File: config.mk
export PLATFORM = sky130hd
export DESIGN_NAME = cadastro_senha
export DESIGN_NICKNAME = d
export VERILOG_FILES = /design/src/rtl/cadastro_senha.sv
export SDC_FILE = /design/constraint.sdc
export NUM_CORES = 1
export LEC_CHECK = 0
export CAP_MARGIN = 25
export CORE_MARGIN = 3
export CORE_UTILIZATION = 45
export CTS_BUF_LIST = sky130_fd_sc_hd__clkbuf_2 sky130_fd_sc_hd__clkbuf_4 sky130_fd_sc_hd__clkbuf_8
export DETAILED_ROUTE_END_ITERATION = 12
export PLACE_DENSITY = 0.79
export SLEW_MARGIN = 20
export SYNTH_ARGS = -nofsm -noshare
export SYNTH_HDL_FRONTEND = slang
export SYNTH_SLANG_ARGS = --single-unit
File: constraint.sdc
create_clock -name clock -period 2.8 [get_ports clock]
set_clock_uncertainty 0.05 [all_clocks]
set_input_delay 0.28 -clock clock [delete_from_list [all_inputs] [get_ports clock]]
set_output_delay 0.28 -clock clock [all_outputs]
set_load 0.05 [all_outputs]
File: src/rtl/cadastro_senha.sv
// Two-pass password registration: the password is typed twice on four BCD digits
// and committed only when both passes agree. Abort on arm, cancel or inactivity.
module cadastro_senha #(
  parameter int TIMEOUT = 1000
) (
  input  logic        clock,
  input  logic        reset_n,
  input  logic [3:0]  incrementa,
  input  logic        confirma,
  input  logic        cancela,
  input  logic        sistema_armado,
  output logic [15:0] senha_gravada,
  output logic        senha_valida,
  output logic [15:0] digitos_trabalho,
  output logic [1:0]  estado,
  output logic        gravado,
  output logic        erro
);

  typedef enum logic [1:0] {
    OCIOSO      = 2'd0,
    ENTRADA     = 2'd1,
    CONFIRMACAO = 2'd2
  } estado_t;

  localparam logic [15:0] LIMITE = 16'(TIMEOUT - 1);

  estado_t     r_estado;
  logic [15:0] r_trabalho;
  logic [15:0] r_primeira;
  logic [15:0] r_senha;
  logic        r_valida;
  logic        r_gravado;
  logic        r_erro;
  logic [15:0] r_inativo;

  logic [15:0] w_proximo;
  logic        w_atividade;
  logic        w_expirou;

  // Each digit advances independently; anything at 9 or above wraps to 0 so a
  // digit can never leave the BCD range.
  genvar gi;
  generate
    for (gi = 0; gi < 4; gi++) begin : g_digito
      logic [3:0] w_atual;
      assign w_atual = r_trabalho[4*gi +: 4];
      assign w_proximo[4*gi +: 4] = !incrementa[gi] ? w_atual :
                                    (w_atual >= 4'd9) ? 4'd0 : w_atual + 4'd1;
    end
  endgenerate

  assign w_atividade = (|incrementa) | confirma;
  assign w_expirou   = (r_inativo >= LIMITE);

  always_ff @(posedge clock or negedge reset_n) begin
    if (!reset_n) begin
      r_estado   <= OCIOSO;
      r_trabalho <= 16'h0000;
      r_primeira <= 16'h0000;
      r_senha    <= 16'h0000;
      r_valida   <= 1'b0;
      r_gravado  <= 1'b0;
      r_erro     <= 1'b0;
      r_inativo  <= 16'h0000;
    end else begin
      r_gravado <= 1'b0;
      r_erro    <= 1'b0;
      // Validity follows the stored password one edge later.
      r_valida  <= (r_senha != 16'h0000);

      case (r_estado)
        OCIOSO: begin
          r_inativo <= 16'h0000;
          if (confirma && !sistema_armado) begin
            r_estado   <= ENTRADA;
            r_trabalho <= 16'h0000;
          end
        end

        ENTRADA, CONFIRMACAO: begin
          if (sistema_armado) begin
            r_erro     <= 1'b1;
            r_estado   <= OCIOSO;
            r_trabalho <= 16'h0000;
            r_inativo  <= 16'h0000;
          end else if (cancela) begin
            r_estado   <= OCIOSO;
            r_trabalho <= 16'h0000;
            r_inativo  <= 16'h0000;
          end else if (confirma) begin
            r_trabalho <= 16'h0000;
            r_inativo  <= 16'h0000;
            if (r_estado == ENTRADA) begin
              r_primeira <= r_trabalho;
              r_estado   <= CONFIRMACAO;
            end else begin
              r_estado <= OCIOSO;
              if (r_trabalho == r_primeira) begin
                r_senha   <= r_trabalho;
                r_gravado <= 1'b1;
              end else begin
                r_erro <= 1'b1;
              end
            end
          end else if (!w_atividade && w_expirou) begin
            r_erro     <= 1'b1;
            r_estado   <= OCIOSO;
            r_trabalho <= 16'h0000;
            r_inativo  <= 16'h0000;
          end else begin
            r_trabalho <= w_proximo;
            r_inativo  <= w_atividade ? 16'h0000 : r_inativo + 16'd1;
          end
        end

        default: begin
          r_estado   <= OCIOSO;
          r_trabalho <= 16'h0000;
          r_inativo  <= 16'h0000;
        end
      endcase
    end
  end

  assign senha_gravada    = r_senha;
  assign senha_valida     = r_valida;
  assign digitos_trabalho = r_trabalho;
  assign estado           = r_estado;
  assign gravado          = r_gravado;
  assign erro             = r_erro;

endmodule

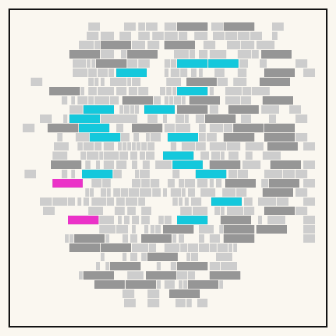
*Sequential cells grouped by signal name*
Other sequential cells in the stronger grey, the rest of the logic in the fainter grey.
Key: `digitos_trabalho` = cyan [flops 16]; `estado` = magenta [flops 2]
Layout Utilization: 58.7%
register cell area after layout: 1730 um^2
sequential share of cell area: 40.1%

==> git commit body <==
Log flow metrics for this revision

- Share of flip-flops with an asynchronous set or reset: 100%
- Mux cell area share: a little under a tenth
* Placed instance count: roughly 460
- Per STA, the startpoint of the critical path is estado[0].
- Power in combinational cells: 0.561 mW
* Routability cong.: 0.856
* Fraction of power consumed by combinational cells: 22.5%
* Repair and plain buffers: about 63
* Count of sequential standard cells: approximately 69
- Number of cells in Yosys stat: a little over 300
* TritonCTS clock tree: yes
* Number of fillers in the final layout: 597
* Worst reg-to-reg path cell count: 7
* Starting DRT DRC Count: around 130
- In the per-layer summary, the met1 wirelength comes to roughly 3.4 mm.
- Logic Gate Count: roughly 210
- Syn avg cell area: 11.2 um^2
- Post-CTS repair changed the size of 0 cells.
* Area share of the largest cell type after synthesis: roughly 50%
* Initial core utilization: ~47%
- Per the synth log, the flip-flop and latch total comes to roughly 70.
* Antenna Diode Count: 0
- I/O pin count: 46
- Path category of the worst min-delay check: input port to asynchronous set/reset pin
- Entering global routing, the biggest net connects 31 pins.
- Site row count: 31
- Final Routed Wirelength: 7.48 mm
- The synthesized netlist occupies a cell area of roughly 3400 um^2.
- Peak ir drop on the vdd network: roughly 0.35 mV
- Std-Cell Core Area: ~7300 um^2
- Top_reg_cell synth: dfrtp_1
* Final TNS setup: 0 ns
- The final power report lists total power as 2.50 mW.
- In this build the clock could be raised as far as 402 MHz.
* Worst reg2reg endpoint: digitos_trabalho[6]
- Of the total synthesized cell area, the portion taken by AND-OR and OR-AND cells is 9.56%.
- Worst path arrival time: 2.70 ns
* CTS root buf: clkbuf_8
* Final design area excluding fillers: between 4000 and 5000 um^2
- H-tree depth: 3
- DRC violation count after routing: 0
- In this run the horizontal extent of the chip is a little over 90 um.
- Top cells excl fill/tap: dfrtp_1, clkdlybuf4s50_1, nand2_1, o21ai_0
- Critical path, cell by cell: inv_1 -> ha_1 -> or4b_1 -> a21oi_1 -> a21o_1 -> nand4_1 -> o21ai_0
* Critical Path Sink Type: flip-flop
* Metal3 WL: 343 um
- Vias in the first global route: 2,490
- The worst setup path is launched from a flip-flop.
- Dominant cell type by area after synthesis: dfrtp_1
* CP max-delay cell: or4b_1
- Hold Vio Cnt, Final: 0
- The run finished with clean final reports.
- Post-synthesis simple-gate area fraction: roughly 14%
- Max cap viols: 0
* Largest cells by area after synthesis: dfrtp_1, ha_1, mux2_2
- At the placement stage, the worst setup path has a slack of around 0.077 ns.
- The first global-routing pass estimated around 12 mm of wire.
- Post-synth EDFFs: 0
- Sequential element share of the synthesized area: 50.3%
* Most frequently placed logic cell in the final layout: dfrtp_1
* Internal power: 1.73 mW
* Setup CP Type: flip-flop to flip-flop
- Routed vias: approximately 2,600
* Ranking of synthesized cells by instance count: dfrtp_1, nand2_1, o21ai_0, inv_1, xor2_1
- In the post-route analysis, the smallest setup slack over all paths is 0.312 ns.
* Yosys Chip Area: approximately 3400 um^2
- Tool warnings: 37
- Yosys shows that the main logic family after synthesis is simple AND/OR/NAND/NOR gates.
- Number of sinks driven by the clock tree: just under 70
* Leakage power total: around 2.1 nW
- The critical path maximum fanout is 8.
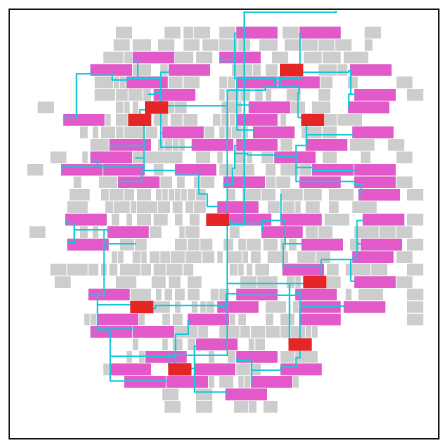
*Clock wires, drivers and flops*
Key: cells driving clock nets = red [count 9]; clock wires = cyan [length 849 um]; flip-flops = magenta [count 69]
There are 10 routed clock nets. Position of the flops: widely spread.
clk_lat worst skew: 0.34 ns
Power Clock: 0.857 mW
clock power share: 34.3%

Power figures rest on the tool's default switching activity, not on a simulated workload.
